[src/rtl/psum_col_reducer_if.sv]
// Column-side and result-side handshake bundle for one PE-row partial-sum reducer.
// The slave modport is the reducer; the master modport is the surrounding column FIFOs plus the consumer.
interface psum_col_reducer_if #(
  parameter int NUM_COL   = 4,
  parameter int LANES     = 18,
  parameter int IN_WIDTH  = 16,
  parameter int OUT_WIDTH = 16
);
  logic [NUM_COL-1:0]                     col_valid;
  logic [NUM_COL-1:0]                     col_ready;
  logic [NUM_COL-1:0][LANES*IN_WIDTH-1:0] col_data;
  logic [NUM_COL-1:0]                     gate_col;
  logic [NUM_COL-1:0]                     done_col;
  logic                                   out_valid;
  logic                                   out_ready;
  logic [LANES*OUT_WIDTH-1:0]             out_data;
  logic [LANES-1:0]                       out_sat;
  logic [15:0]                            beat_cnt;
  logic                                   busy;

  modport slave (
    input  col_valid, col_data, gate_col, done_col, out_ready,
    output col_ready, out_valid, out_data, out_sat, beat_cnt, busy
  );

  modport master (
    output col_valid, col_data, gate_col, done_col, out_ready,
    input  col_ready, out_valid, out_data, out_sat, beat_cnt, busy
  );
endinterface

[src/rtl/psum_col_reducer.sv]
// Lock-step pop of all participating PE columns, lane-wise signed sum (stage 1),
// then clamp/wrap to the output width (stage 2), presented with valid/ready backpressure.
module psum_col_reducer #(
  parameter int PSUM_WIDTH = 16,
  parameter int NUM_COL    = 4,
  parameter int LANES      = 18,
  parameter int IN_WIDTH   = PSUM_WIDTH,
  parameter int OUT_WIDTH  = PSUM_WIDTH,
  parameter bit SATURATE   = 1'b1
) (
  input  logic                clk,
  input  logic                rst,
  psum_col_reducer_if.slave   bus
);

  localparam int ACC_W = IN_WIDTH + $clog2(NUM_COL);
  // One guard bit above the wider of sum and output keeps the range compare exact either way.
  localparam int CMP_W = ((ACC_W > OUT_WIDTH) ? ACC_W : OUT_WIDTH) + 1;
  localparam logic signed [CMP_W-1:0] MAX_V = {{(CMP_W-OUT_WIDTH+1){1'b0}}, {(OUT_WIDTH-1){1'b1}}};
  localparam logic signed [CMP_W-1:0] MIN_V = {{(CMP_W-OUT_WIDTH+1){1'b1}}, {(OUT_WIDTH-1){1'b0}}};

  logic [NUM_COL-1:0] part;
  logic               any_part, all_valid, s2_free, s1_can_load, accept, s1_move, xfer;

  logic                          s1_valid_q, s1_valid_d;
  logic [LANES-1:0][ACC_W-1:0]   s1_sum_q, s1_sum_d;
  logic                          s2_valid_q, s2_valid_d;
  logic [LANES*OUT_WIDTH-1:0]    s2_data_q, s2_data_d;
  logic [LANES-1:0]              s2_sat_q, s2_sat_d;
  logic [15:0]                   beat_cnt_q, beat_cnt_d;

  // Handshake: a beat needs every participating column ready at once and room in stage 1.
  assign part        = ~bus.gate_col & ~bus.done_col;
  assign any_part    = |part;
  assign all_valid   = &(bus.col_valid | ~part);
  assign xfer        = s2_valid_q & bus.out_ready;
  assign s2_free     = ~s2_valid_q | bus.out_ready;
  assign s1_move     = s1_valid_q & s2_free;
  assign s1_can_load = ~s1_valid_q | s2_free;
  assign accept      = ~rst & any_part & all_valid & s1_can_load;

  assign s1_valid_d  = accept | (s1_valid_q & ~s2_free);
  assign s2_valid_d  = s2_free ? s1_valid_q : s2_valid_q;
  assign beat_cnt_d  = beat_cnt_q + {15'd0, xfer};

  always_comb begin
    // NOTE: defaulting every output of a combinational block before any branch is what
    // keeps synthesis from inferring latches; the loop below also relies on blocking '='
    // so each partial sum is visible to the next iteration within the same evaluation.
    s1_sum_d = '0;
    for (int k = 0; k < LANES; k++) begin
      for (int j = 0; j < NUM_COL; j++) begin
        if (part[j]) begin
          s1_sum_d[k] = s1_sum_d[k] + ACC_W'($signed(bus.col_data[j][k*IN_WIDTH +: IN_WIDTH]));
        end
      end
    end
  end

  always_comb begin
    logic signed [CMP_W-1:0] wide;
    wide      = '0;
    s2_data_d = '0;
    s2_sat_d  = '0;
    for (int k = 0; k < LANES; k++) begin
      wide = {{(CMP_W-ACC_W){s1_sum_q[k][ACC_W-1]}}, s1_sum_q[k]};
      if (wide > MAX_V) begin
        s2_sat_d[k]                        = 1'b1;
        s2_data_d[k*OUT_WIDTH +: OUT_WIDTH] = SATURATE ? MAX_V[OUT_WIDTH-1:0] : wide[OUT_WIDTH-1:0];
      end else if (wide < MIN_V) begin
        s2_sat_d[k]                        = 1'b1;
        s2_data_d[k*OUT_WIDTH +: OUT_WIDTH] = SATURATE ? MIN_V[OUT_WIDTH-1:0] : wide[OUT_WIDTH-1:0];
      end else begin
        s2_data_d[k*OUT_WIDTH +: OUT_WIDTH] = wide[OUT_WIDTH-1:0];
      end
    end
  end

  // NOTE: the stage-1 sum is only ever read while s1_valid_q is set, so it carries no
  // reset; control and visible outputs are reset, and state uses '<=' so all registers
  // sample the same pre-edge values.
  always_ff @(posedge clk) begin
    if (accept) s1_sum_q <= s1_sum_d;
  end

  always_ff @(posedge clk) begin
    if (rst) begin
      s1_valid_q <= 1'b0;
      s2_valid_q <= 1'b0;
      s2_data_q  <= '0;
      s2_sat_q   <= '0;
      beat_cnt_q <= '0;
    end else begin
      s1_valid_q <= s1_valid_d;
      s2_valid_q <= s2_valid_d;
      beat_cnt_q <= beat_cnt_d;
      if (s1_move) begin
        s2_data_q <= s2_data_d;
        s2_sat_q  <= s2_sat_d;
      end
    end
  end

  assign bus.col_ready = {NUM_COL{accept}} & part;
  assign bus.out_valid = s2_valid_q;
  assign bus.out_data  = s2_data_q;
  assign bus.out_sat   = s2_sat_q;
  assign bus.beat_cnt  = beat_cnt_q;
  assign bus.busy      = s1_valid_q | s2_valid_q;

endmodule

[src/flat_wrapper.sv]
// flat-port wrapper written by rule: the top's interface ports become plain ports
module psum_col_reducer_flat 
#(
  parameter int PSUM_WIDTH = 16,
  parameter int NUM_COL    = 4,
  parameter int LANES      = 18,
  parameter int IN_WIDTH   = PSUM_WIDTH,
  parameter int OUT_WIDTH  = PSUM_WIDTH,
  parameter bit SATURATE   = 1'b1
)
  (clk, rst, bus_col_valid, bus_col_data, bus_gate_col, bus_done_col, bus_out_ready, bus_col_ready, bus_out_valid, bus_out_data, bus_out_sat, bus_beat_cnt, bus_busy);
  psum_col_reducer_if #(.NUM_COL(NUM_COL), .LANES(LANES), .IN_WIDTH(IN_WIDTH), .OUT_WIDTH(OUT_WIDTH)) bus_i ();
  input  logic clk;
  input  logic rst;
  input wire logic [$bits(bus_i.col_valid)-1:0] bus_col_valid;
  input wire logic [$bits(bus_i.col_data)-1:0] bus_col_data;
  input wire logic [$bits(bus_i.gate_col)-1:0] bus_gate_col;
  input wire logic [$bits(bus_i.done_col)-1:0] bus_done_col;
  input wire logic [$bits(bus_i.out_ready)-1:0] bus_out_ready;
  output wire logic [$bits(bus_i.col_ready)-1:0] bus_col_ready;
  output wire logic [$bits(bus_i.out_valid)-1:0] bus_out_valid;
  output wire logic [$bits(bus_i.out_data)-1:0] bus_out_data;
  output wire logic [$bits(bus_i.out_sat)-1:0] bus_out_sat;
  output wire logic [$bits(bus_i.beat_cnt)-1:0] bus_beat_cnt;
  output wire logic [$bits(bus_i.busy)-1:0] bus_busy;
  assign bus_i.col_valid = bus_col_valid;
  assign bus_i.col_data = bus_col_data;
  assign bus_i.gate_col = bus_gate_col;
  assign bus_i.done_col = bus_done_col;
  assign bus_i.out_ready = bus_out_ready;
  assign bus_col_ready = bus_i.col_ready;
  assign bus_out_valid = bus_i.out_valid;
  assign bus_out_data = bus_i.out_data;
  assign bus_out_sat = bus_i.out_sat;
  assign bus_beat_cnt = bus_i.beat_cnt;
  assign bus_busy = bus_i.busy;
  psum_col_reducer #(.PSUM_WIDTH(PSUM_WIDTH), .NUM_COL(NUM_COL), .LANES(LANES), .IN_WIDTH(IN_WIDTH), .OUT_WIDTH(OUT_WIDTH), .SATURATE(SATURATE)) u_core (.clk(clk), .rst(rst), .bus(bus_i));
endmodule
[config.mk]
export PLATFORM = sky130hd
export DESIGN_NAME = psum_col_reducer_flat
export DESIGN_NICKNAME = d
export VERILOG_FILES = /design/src/rtl/psum_col_reducer_if.sv /design/src/rtl/psum_col_reducer.sv /design/src/flat_wrapper.sv
export SDC_FILE = /design/constraint.sdc
export NUM_CORES = 2
export LEC_CHECK = 0
export ABC_CLOCK_PERIOD_IN_PS = 33300
export CAP_MARGIN = 0
export CORE_AREA = 8 8 571 573
export CTS_BUF_LIST = sky130_fd_sc_hd__clkbuf_8
export CTS_CLUSTER_SIZE = 14
export DETAILED_ROUTE_END_ITERATION = 7
export DIE_AREA = 0 0 579 581
export SKIP_LAST_GASP = 1
export SLEW_MARGIN = 25
export SYNTH_ARGS = -nofsm -noshare
export SYNTH_HDL_FRONTEND = slang
export SYNTH_SLANG_ARGS = --single-unit
[constraint.sdc]
create_clock -name clk -period 33.3 [get_ports clk]
set_input_delay 4.995 -clock clk [delete_from_list [all_inputs] [get_ports clk]]
set_output_delay 4.995 -clock clk [all_outputs]
set_load 0.005 [all_outputs]
==> commit_impl_results.txt <==
Add synthesis and place-and-route results

- Outcome: finished clean
* Clock network contribution to total cell area: 2.88%
* Master cell of the clock root buffer: sky130_fd_sc_hd__clkbuf_8
- Smallest hold slack: 0.449 ns
- HP Start: u_core.bus.out_data[226]
- DRC violation count after routing: 0
- At the end of routability-driven placement, the weighted congestion stood at 0.975.
* Detail Route met2 WL: 174000 um
- After clock tree synthesis, the clock-pin slew on the worst setup and hold paths is 0.05 ns.
- Number of OpenROAD warnings: 67
- Number of filler instances in the final layout: 33.9k
- Routing usage on met2: 35.4%
- Count of nets left with antenna violations after detail routing: 0
* Layout Cell Area excl Fill: 96700 um^2
- Per report_power, the combinational group accounts for 45.4% of the total.
- The placement report lists the number of port buffers as 1494.
* Largest net degree at the start of global routing: 101
- Slack of the critical path: 18.99 ns
- The gate-level netlist out of Yosys references 111 unique cell types.
- MUX area fraction: 4.16%
- Internal power of the cells: 0.00212 W
- The initial antenna violation count was 183.
- Global routing used 20.7% of the available tracks across all layers.
- The clock reaches the later pin of the worst-skew pair after 0.89 ns.
- Seq pwr share: 28.2%
- Post-cts repair resize count: 0
- After detailed placement, the total cell area comes to 93700 um^2.
- Walking the worst path, the cells encountered are clkdlybuf4s50_1, or2_4, buf_12, nand2_2, o32ai_1, or4_1, nand2b_1, nor2_1, clkdlybuf4s50_1.
- Terminating pin of the worst hold path: u_core.bus.out_data[226]
- 1495 I/O pins were placed.
* Sw power: 0.00131 W
- Summing the sequential cell areas from Yosys gives 21.9% of the chip area.
- Non-filler cells in the finished layout: 15.2k
- IR analysis of the VDD net gives a maximum drop of 0.0243 mV.
- The group that draws the most power in this run is combinational logic.
* Setup TNS after final layout: 0 ns
- CTS Sinks: 648
- Bufs on Longest Clock Path: 4
- Seq/total area: 16.8%
- Net count after synthesis: 11.6k
- Fraction of the mapped netlist area in simple logic gates: 18.7%
* Destination of the critical timing path: bus_col_ready[2]
* Inverters: 318
- Once synthesis finished, the tally of register bits stood at 648.
- STA classifies the critical path startpoint as an input pin.
* Power Combinational: 0.00156 W
- Post-layout total power: 0.00343 W
- Comb/total area: 57.2%
- Post-detailed-route via-to-cell ratio: 5.02
- Post-Syn Instances: 9491
- Number of well taps: 4180
- The synthesized netlist devotes 16.8% of its cell area to adder and majority cells.
- Post-synthesis share of cell area spent on and-or and or-and gates: 24.9%
* Crit path arrival time: 9.32 ns
- Static power due to leakage: 39.0 nW
* Share of final-layout standard cells stronger than drive strength 1: 6.26%
- Per the timing report, the biggest fanout along the worst path comes to 39.
* Worst flop-to-flop path startpoint: u_core.bus.out_valid
- Leaving out buffers and inverters, the combinational logic in the layout accounts for 55300 um^2.
* Vertical die dimension: 581 um
- Share of the clock period used by the worst path after layout: 43.0%
* Xor and xnor fraction of the mapped netlist area: 9.84%
* Highest metal layer used by the detailed router: met5
- Counting flops with a built-in enable in the synthesized netlist gives 324.
- RSZ-0062 raised after global routing: false
- OpenSTA lists the critical path startpoint as bus_done_col[2].
- Clkbuf count: 157
- Of all flip-flops after synthesis, the portion carrying an async set or reset was 0%.
* Worst hold stages: 2
- STA shows the worst reg2reg path with a cell count of 8.
* Proportion of power drawn by the clock network: 26.5%
- Final global-route overflow total: 0
* Routed metal-1 wire length: 149000 um
- Core area: 317000 um^2
- In this design, the critical path's most frequently occurring cell is sky130_fd_sc_hd__clkdlybuf4s50_1.
* Die X-Extent: 579 um
- Before any placement, the netlist area is recorded as 74200 um^2.
- The number of multi-input combinational cells in the layout is 8144.
* Clock tree skew after final layout: 0.0939 ns
- Largest family of logic cells by area: AND-OR/OR-AND gates
* Power density over the cells: 35.5 nW/um^2
- From the final report, the count of setup violators was given as 0.
- R2R Setup Slk: 28.20 ns
- Non-clock buffering takes up 16.2% of total cell area after layout.
- Via count of the first global-routing pass: 72.7k
- After layout, the minimum clock period comes to 14.31 ns.
- The first global-routing pass estimated 517000 um of wire.
- Once detailed placement completed, the half-perimeter wirelength came to 309000 um.
- Power in sequential cells: 0.000967 W
- Clock tree from TritonCTS: built
* Commonest register cell after synthesis: sky130_fd_sc_hd__edfxtp_1
- Biggest cell delay along the critical path: 0.66 ns
* Antenna Diode Count: 98
* Site Rows: 207
* Warnings, synthesis: 0
- Most frequently placed logic cell in the final layout: sky130_fd_sc_hd__clkdlybuf4s50_1
* Post-CTS repair timing setup buffer count: 0
* Path class of the lowest-slack min-delay path: reg -> reg
- Pins over their slew limit in the final report were tallied at 0.
- The violation tally recorded at the end of detailed-routing iteration 0 is 5469.
- Mean instance size in the synthesized netlist: 7.82 um^2
- Data on the critical path is required at its endpoint by 28.30 ns.
- Highest-delay cell along the critical path: sky130_fd_sc_hd__or4_1
- The largest cell class by area is multi-input combinational cells.
- According to the Yosys statistics, the synthesized design has a chip area of 74200 um^2.
- After clock tree synthesis, the flow added hold-fix buffers numbering 0.
- According to the cell report, flip-flops and latches in the layout number 648.
* Total clock buffers created by CTS: 135
- Before placement the cells fill 23.4% of the core.
- Post-placement cell count: 14.9k
* Count of non-CTS buffers in the layout: 1583
* Category of the critical setup timing path: in -> out
* Setup crit end kind: output pin
- The endpoint identified for the worst register-to-register timing path is u_core.s1_sum_q[269].
* Most numerous logic cells after layout: sky130_fd_sc_hd__clkdlybuf4s50_1, sky130_fd_sc_hd__nand2_1, sky130_fd_sc_hd__a21oi_1, sky130_fd_sc_hd__ha_1, sky130_fd_sc_hd__o21ai_0
## Yosys cell counts, drive strengths merged, types with 37 or more instances
| master | instances | area [um^2] |
|---|---|---|
| a211oi | 86 | 656 |
| a21boi | 37 | 278 |
| a21o | 252 | 1890 |
| a21oi | 1052 | 5270 |
| a31oi | 114 | 713 |
| and2 | 231 | 1450 |
| and3 | 51 | 319 |
| buf | 79 | 392 |
| clkbuf | 300 | 1150 |
| dfxtp | 324 | 6490 |
| edfxtp | 324 | 9730 |
| fa | 54 | 1080 |
| ha | 866 | 10800 |
| inv | 318 | 1190 |
| maj3 | 52 | 527 |
| mux2 | 254 | 2870 |
| nand2 | 1169 | 4390 |
| nand2b | 78 | 488 |
| nand3 | 128 | 646 |
| nand4 | 37 | 231 |
| nor2 | 798 | 3010 |
| nor2b | 101 | 632 |
| nor3 | 196 | 986 |
| nor3b | 51 | 454 |
| o211ai | 47 | 358 |
| o21a | 133 | 998 |
| o21ai | 848 | 4270 |
| o21bai | 88 | 661 |
| o31ai | 65 | 498 |
| or3 | 60 | 375 |
| xnor2 | 538 | 4710 |
| xor2 | 293 | 2570 |
## worst max-delay path: cells and delay by family
| kind | cells | cell delay [ns] |
|---|---|---|
| compound gates | 1 | 0.42 |
| buf+inv | 3 | 1.34 |
| simple gates | 5 | 2.44 |
## state kept, by name, summed over array words and instances, names as in the netlist
| name | count |
|---|---|
| u_core.bus.beat_cnt | 16 |
| u_core.s1_sum_q | 324 |
| u_core.bus.out_valid | 1 |
| u_core.bus.out_data | 288 |
| u_core.bus.out_sat | 18 |
| u_core.s1_valid_q | 1 |
==> images/layers.png <==
Only two layers are drawn.
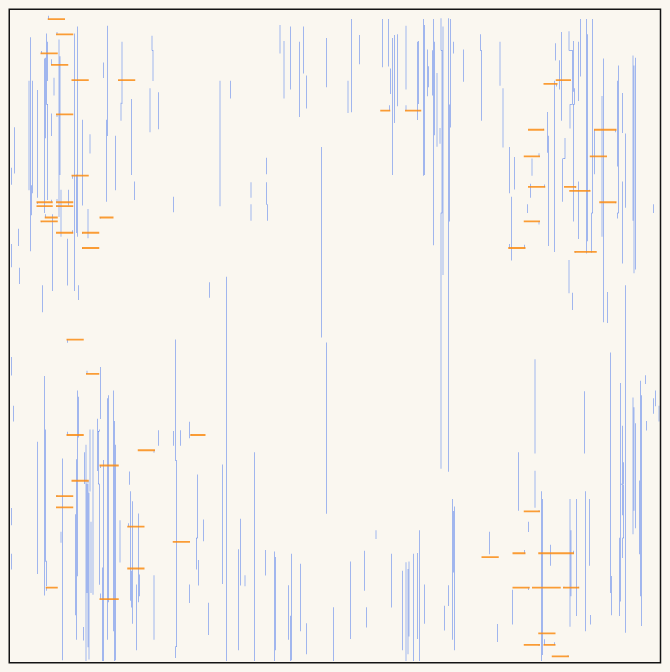
legend:
  M4:
    colour: blue
    wire_length: 19400 um
  M5:
    colour: orange
    wire_length: 795 um

==> images/m3.png <==
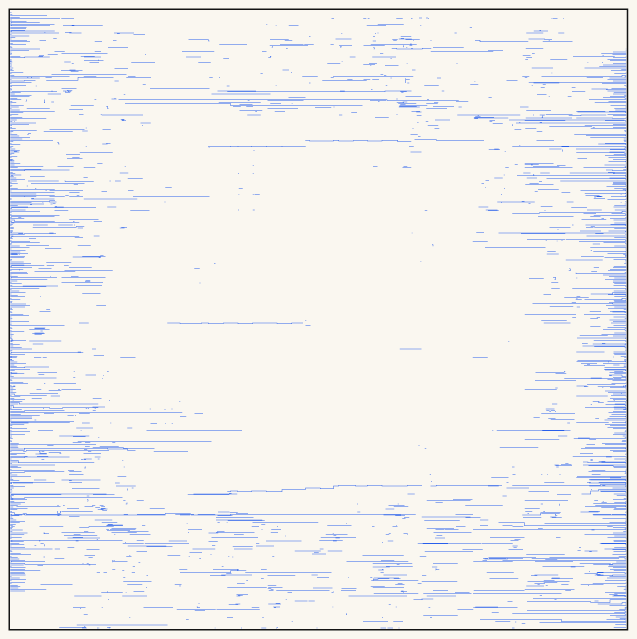
main direction: horizontal
longest straight run: 252 um
met3 demand-to-capacity share in global routing: 4.94%
vias after detailed routing: 76.4k

==> images/congestion_map.png <==
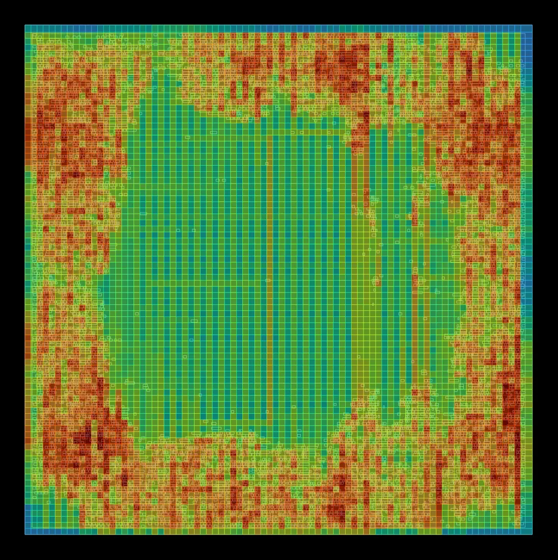
Global Route met1 Usage: 24.3%
Top Usage Layer GRT: met2

Power is estimated from default activity; no workload was simulated.
